**config.mk**
```make
export PLATFORM = sky130hd
export DESIGN_NAME = cam_learn_ctrl_flat
export DESIGN_NICKNAME = d
export VERILOG_FILES = /design/src/rtl/cam_learn_ctrl_if.sv /design/src/rtl/cam_learn_ctrl.sv /design/src/flat_wrapper.sv
export SDC_FILE = /design/constraint.sdc
export NUM_CORES = 1
export LEC_CHECK = 0
export ABC_AREA = 1
export CORE_MARGIN = 3
export CORE_UTILIZATION = 25
export CTS_CLUSTER_DIAMETER = 80
export DETAILED_ROUTE_END_ITERATION = 8
export GPL_TIMING_DRIVEN = 0
export HOLD_SLACK_MARGIN = 0.15
export PLACE_DENSITY_LB_ADDON = 0.3
export SETUP_SLACK_MARGIN = 0.3
export SLEW_MARGIN = 20
export SYNTH_ARGS = -nofsm -noshare
export SYNTH_HDL_FRONTEND = slang
export SYNTH_SLANG_ARGS = --single-unit
```
**constraint.sdc**
```tcl
create_clock -name clk -period 9.9 [get_ports clk]
set_input_delay 1.98 -clock clk [delete_from_list [all_inputs] [get_ports clk]]
set_output_delay 1.98 -clock clk [all_outputs]
set_load 0.005 [all_outputs]
```
**src/rtl/cam_learn_ctrl_if.sv**
```systemverilog
// rtl/cam_learn_ctrl_if.sv - request/response handshake bundle for cam_learn_ctrl
interface cam_learn_ctrl_if #(
  parameter int KEY_W  = 48,
  parameter int ADDR_W = 7
);
  logic              req_valid;
  logic              req_ready;
  logic [KEY_W-1:0]  req_key;
  logic              req_learn;
  logic              rsp_valid;
  logic              rsp_ready;
  logic              rsp_hit;
  logic              rsp_multi;
  logic [ADDR_W-1:0] rsp_addr;
  logic              rsp_learned;
  logic              rsp_evict;
  logic              rsp_err;

  // requester side: issues lookups, consumes responses
  modport master (
    output req_valid, req_key, req_learn, rsp_ready,
    input  req_ready, rsp_valid, rsp_hit, rsp_multi, rsp_addr, rsp_learned, rsp_evict, rsp_err
  );

  // controller side
  modport slave (
    input  req_valid, req_key, req_learn, rsp_ready,
    output req_ready, rsp_valid, rsp_hit, rsp_multi, rsp_addr, rsp_learned, rsp_evict, rsp_err
  );
endinterface

```
**src/rtl/cam_learn_ctrl.sv**
```systemverilog
// rtl/cam_learn_ctrl.sv - CAM lookup/learn sequencer with power-up sweep to the empty pattern
module cam_learn_ctrl #(
  parameter int               KEY_W     = 48,
  parameter int               ADDR_W    = 7,
  parameter int               NUM_WORDS = 128,
  parameter int               CAM_LAT   = 1,
  parameter logic [KEY_W-1:0] INIT_KEY  = {KEY_W{1'b1}}
) (
  input  logic              clk,
  input  logic              rst,
  cam_learn_ctrl_if.slave   bus,
  output logic [KEY_W-1:0]  cam_data,
  output logic [ADDR_W-1:0] cam_wr_address,
  output logic              cam_we,
  output logic              cam_clock_en,
  output logic              cam_en_mask,
  output logic              cam_wr_mask,
  output logic              cam_wr_dc,
  input  logic [ADDR_W-1:0] cam_address,
  input  logic              cam_match,
  input  logic              cam_mul_match
);

  localparam int FILL_W = ADDR_W + 1;
  localparam int WAIT_W = (CAM_LAT > 1) ? $clog2(CAM_LAT) : 1;

  typedef enum logic [2:0] {
    S_INIT  = 3'd0,
    S_IDLE  = 3'd1,
    S_LOOK  = 3'd2,
    S_WRITE = 3'd3,
    S_RESP  = 3'd4
  } state_t;

  state_t              state;
  state_t              state_nx;
  logic [ADDR_W-1:0]   init_cnt;
  logic [ADDR_W-1:0]   wr_ptr;
  logic [FILL_W-1:0]   fill_cnt;
  logic [KEY_W-1:0]    key_r;
  logic                learn_r;
  logic [WAIT_W-1:0]   wait_cnt;
  logic [KEY_W-1:0]    data_hold;
  logic                hit_r;
  logic                multi_r;
  logic [ADDR_W-1:0]   addr_r;
  logic                learned_r;
  logic                evict_r;
  logic                err_r;

  assign cam_clock_en = ~rst;
  assign cam_en_mask  = 1'b0;
  assign cam_wr_mask  = 1'b0;
  assign cam_wr_dc    = 1'b0;

  assign bus.rsp_hit     = hit_r;
  assign bus.rsp_multi   = multi_r;
  assign bus.rsp_addr    = addr_r;
  assign bus.rsp_learned = learned_r;
  assign bus.rsp_evict   = evict_r;
  assign bus.rsp_err     = err_r;

  // state register
  always_ff @(posedge clk or posedge rst) begin
    if (rst) state <= S_INIT;
    else     state <= state_nx;
  end

  // next-state: sweep, then one lookup (plus optional learn) in flight at a time
  always_comb begin
    state_nx = state;
    case (state)
      S_INIT:  if (init_cnt == ADDR_W'(NUM_WORDS - 1)) state_nx = S_IDLE;
      S_IDLE:  if (bus.req_valid) state_nx = (bus.req_key == INIT_KEY) ? S_RESP : S_LOOK;
      S_LOOK: begin
        if (wait_cnt == '0) begin
          if (cam_match)    state_nx = S_RESP;
          else if (learn_r) state_nx = S_WRITE;
          else              state_nx = S_RESP;
        end
      end
      S_WRITE: state_nx = S_RESP;
      S_RESP:  if (bus.rsp_ready) state_nx = S_IDLE;
      default: state_nx = S_INIT;
    endcase
  end

  // outputs: CAM port drive and handshake flags; everything reads 0 while reset is held
  always_comb begin
    bus.req_ready  = (state == S_IDLE);
    bus.rsp_valid  = (state == S_RESP);
    cam_we         = 1'b0;
    cam_data       = data_hold;
    cam_wr_address = init_cnt;
    case (state)
      S_INIT: begin
        cam_we   = 1'b1;
        cam_data = INIT_KEY;
      end
      S_LOOK: cam_data = key_r;
      S_WRITE: begin
        cam_we         = 1'b1;
        cam_data       = key_r;
        cam_wr_address = wr_ptr;
      end
      default: ;
    endcase
    if (rst) begin
      cam_we         = 1'b0;
      cam_data       = '0;
      cam_wr_address = '0;
    end
  end

  // datapath: sweep counter, request latch, CAM sampling, round-robin learn pointer, response flags
  always_ff @(posedge clk or posedge rst) begin
    if (rst) begin
      init_cnt  <= '0;
      wr_ptr    <= '0;
      fill_cnt  <= '0;
      key_r     <= '0;
      learn_r   <= 1'b0;
      wait_cnt  <= '0;
      data_hold <= '0;
      hit_r     <= 1'b0;
      multi_r   <= 1'b0;
      addr_r    <= '0;
      learned_r <= 1'b0;
      evict_r   <= 1'b0;
      err_r     <= 1'b0;
    end else begin
      data_hold <= cam_data;
      case (state)
        S_INIT: init_cnt <= init_cnt + 1'b1;
        S_IDLE: begin
          if (bus.req_valid) begin
            key_r    <= bus.req_key;
            learn_r  <= bus.req_learn;
            wait_cnt <= WAIT_W'(CAM_LAT - 1);
            if (bus.req_key == INIT_KEY) err_r <= 1'b1;
          end
        end
        S_LOOK: begin
          if (wait_cnt == '0) begin
            if (cam_match) begin
              hit_r   <= 1'b1;
              multi_r <= cam_mul_match;
              addr_r  <= cam_address;
            end else if (!learn_r) begin
              addr_r <= '0;
            end
          end else begin
            wait_cnt <= wait_cnt - 1'b1;
          end
        end
        S_WRITE: begin
          addr_r    <= wr_ptr;
          learned_r <= 1'b1;
          evict_r   <= (fill_cnt == FILL_W'(NUM_WORDS));
          wr_ptr    <= (wr_ptr == ADDR_W'(NUM_WORDS - 1)) ? '0 : wr_ptr + 1'b1;
          if (fill_cnt != FILL_W'(NUM_WORDS)) fill_cnt <= fill_cnt + 1'b1;
        end
        S_RESP: begin
          if (bus.rsp_ready) begin
            hit_r     <= 1'b0;
            multi_r   <= 1'b0;
            addr_r    <= '0;
            learned_r <= 1'b0;
            evict_r   <= 1'b0;
            err_r     <= 1'b0;
          end
        end
        default: ;
      endcase
    end
  end

endmodule

```
**src/flat_wrapper.sv**
```systemverilog
// flat-port wrapper written by rule: the top's interface ports become plain ports
module cam_learn_ctrl_flat 
#(
  parameter int               KEY_W     = 48,
  parameter int               ADDR_W    = 7,
  parameter int               NUM_WORDS = 128,
  parameter int               CAM_LAT   = 1,
  parameter logic [KEY_W-1:0] INIT_KEY  = {KEY_W{1'b1}}
)
  (clk, rst, cam_data, cam_wr_address, cam_we, cam_clock_en, cam_en_mask, cam_wr_mask, cam_wr_dc, cam_address, cam_match, cam_mul_match, bus_req_valid, bus_req_key, bus_req_learn, bus_rsp_ready, bus_req_ready, bus_rsp_valid, bus_rsp_hit, bus_rsp_multi, bus_rsp_addr, bus_rsp_learned, bus_rsp_evict, bus_rsp_err);
  cam_learn_ctrl_if #(.KEY_W(KEY_W), .ADDR_W(ADDR_W)) bus_i ();
  input  logic clk;
  input  logic rst;
  output logic [KEY_W-1:0] cam_data;
  output logic [ADDR_W-1:0] cam_wr_address;
  output logic cam_we;
  output logic cam_clock_en;
  output logic cam_en_mask;
  output logic cam_wr_mask;
  output logic cam_wr_dc;
  input  logic [ADDR_W-1:0] cam_address;
  input  logic cam_match;
  input  logic cam_mul_match;
  input wire logic [$bits(bus_i.req_valid)-1:0] bus_req_valid;
  input wire logic [$bits(bus_i.req_key)-1:0] bus_req_key;
  input wire logic [$bits(bus_i.req_learn)-1:0] bus_req_learn;
  input wire logic [$bits(bus_i.rsp_ready)-1:0] bus_rsp_ready;
  output wire logic [$bits(bus_i.req_ready)-1:0] bus_req_ready;
  output wire logic [$bits(bus_i.rsp_valid)-1:0] bus_rsp_valid;
  output wire logic [$bits(bus_i.rsp_hit)-1:0] bus_rsp_hit;
  output wire logic [$bits(bus_i.rsp_multi)-1:0] bus_rsp_multi;
  output wire logic [$bits(bus_i.rsp_addr)-1:0] bus_rsp_addr;
  output wire logic [$bits(bus_i.rsp_learned)-1:0] bus_rsp_learned;
  output wire logic [$bits(bus_i.rsp_evict)-1:0] bus_rsp_evict;
  output wire logic [$bits(bus_i.rsp_err)-1:0] bus_rsp_err;
  assign bus_i.req_valid = bus_req_valid;
  assign bus_i.req_key = bus_req_key;
  assign bus_i.req_learn = bus_req_learn;
  assign bus_i.rsp_ready = bus_rsp_ready;
  assign bus_req_ready = bus_i.req_ready;
  assign bus_rsp_valid = bus_i.rsp_valid;
  assign bus_rsp_hit = bus_i.rsp_hit;
  assign bus_rsp_multi = bus_i.rsp_multi;
  assign bus_rsp_addr = bus_i.rsp_addr;
  assign bus_rsp_learned = bus_i.rsp_learned;
  assign bus_rsp_evict = bus_i.rsp_evict;
  assign bus_rsp_err = bus_i.rsp_err;
  cam_learn_ctrl #(.KEY_W(KEY_W), .ADDR_W(ADDR_W), .NUM_WORDS(NUM_WORDS), .CAM_LAT(CAM_LAT), .INIT_KEY(INIT_KEY)) u_core (.clk(clk), .rst(rst), .bus(bus_i), .cam_data(cam_data), .cam_wr_address(cam_wr_address), .cam_we(cam_we), .cam_clock_en(cam_clock_en), .cam_en_mask(cam_en_mask), .cam_wr_mask(cam_wr_mask), .cam_wr_dc(cam_wr_dc), .cam_address(cam_address), .cam_match(cam_match), .cam_mul_match(cam_mul_match));
endmodule
```
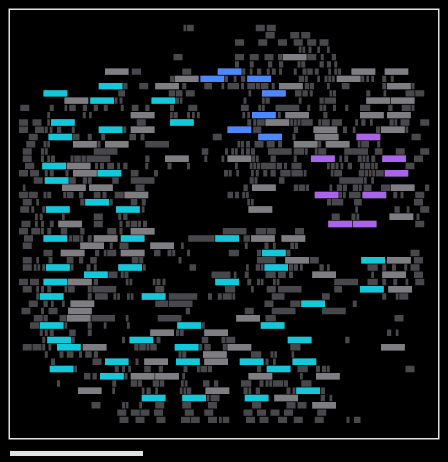
(sequential cells grouped by signal name)
The bar under the picture is 50 um long. Other sequential cells in the stronger gray, the rest of the logic in the fainter gray.
| signal | color | sequential cells |
|---|---|---|
| u_core.init_cnt | blue | 7 |
| u_core.key_r | cyan | 48 |
| u_core.fill_cnt | purple | 8 |
Seq. cell area: 0.00335 sq mm
fin util: 36.0%

==> run summary <==
Implementation summary

The flow reports an fmax of 159 MHz. The leakage power of the design is about 3.7 nW. The area enclosed by the die boundary is 0.0257 sq mm. The flow reports that sequential cells draw between 30% and 40% of the design power.

The analysis reports a worst IR drop on VDD of about 0.11 mV. The kind of critical path is in2out. The synthesis log from Yosys contains 0 warnings. The time the final worst path needs with I/O delays and setup is between 6 and 7 ns.

Of all cell types, the one taking the most synthesized area is sky130_fd_sc_hd__dfrtp_1. The run finished with clean final reports. The flow reports power dissipated in sequential cells as between 0.0008 and 0.0009 W. The buffer and inverter count on the worst path is 6. The timing report lists the critical path depth as 8 cells.

The cell area that synthesis handed to floorplanning was between 0.005 and 0.006 sq mm. The average cell area after synthesis is slightly above 9 sq um. Per the CTS log, the maximum H-tree level is 4.

In the final routed layout, each cell accounts on average for approximately 15 um. Per the STA report, the cell with the highest stage delay on the worst path is sky130_fd_sc_hd__clkdlybuf4s50_1. Per the run summary, max-cap violations total 0. STA lists the startpoint of the worst hold path as u_core.key_r[45]. The DRC marker count from the first detailed-route iteration is 226.

The total vias in the final route is approximately 4800.
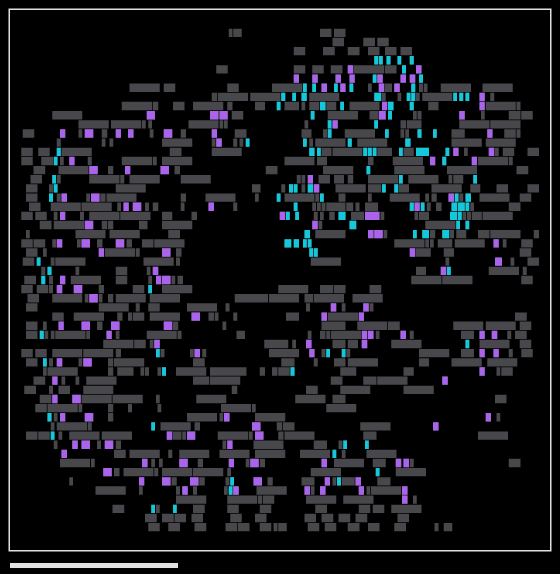
(gate families picked out)
The bar under the picture is 50 um long.
| family | color | cells | most used |
|---|---|---|---|
| NAND gates | cyan | 114 | nand2_1 |
| inverting AOI/OAI gates | purple | 134 | a21oi_1 |

[per-stage QoR]
stage / setup TNS [ns] / instance area (sq um) / setup slack (ns) / power, W / cells
5_1_grt: 0 / 8300 / 3.32 / 0.00269 / 1130
3_3_place_gp: -90.91 / 7660 / -2.24 / 0.00189 / 1096
4_1_cts: 0 / 8300 / 3.52 / 0.00253 / 1130
3_5_place_dp: 0 / 7740 / 3.52 / 0.00191 / 1099
2_1_floorplan: 0 / 5970 / 0.810 / 0.00142 / 653
6_report: 0 / 8300 / 3.62 / 0.00249 / 1130
[final cells by class]
class / count / area (sq um)
plain buffers: 37 / 201
multi-input cells: 397 / 2100
clock inverters: 11 / 98.8
fillers: 2399 / 14800
inverters: 85 / 319
clock buffers: 20 / 467
repair buffers: 133 / 1370
well taps: 313 / 392
flip-flops and latches: 134 / 3350
No activity file was given, so power comes from the tool's default toggle rates.
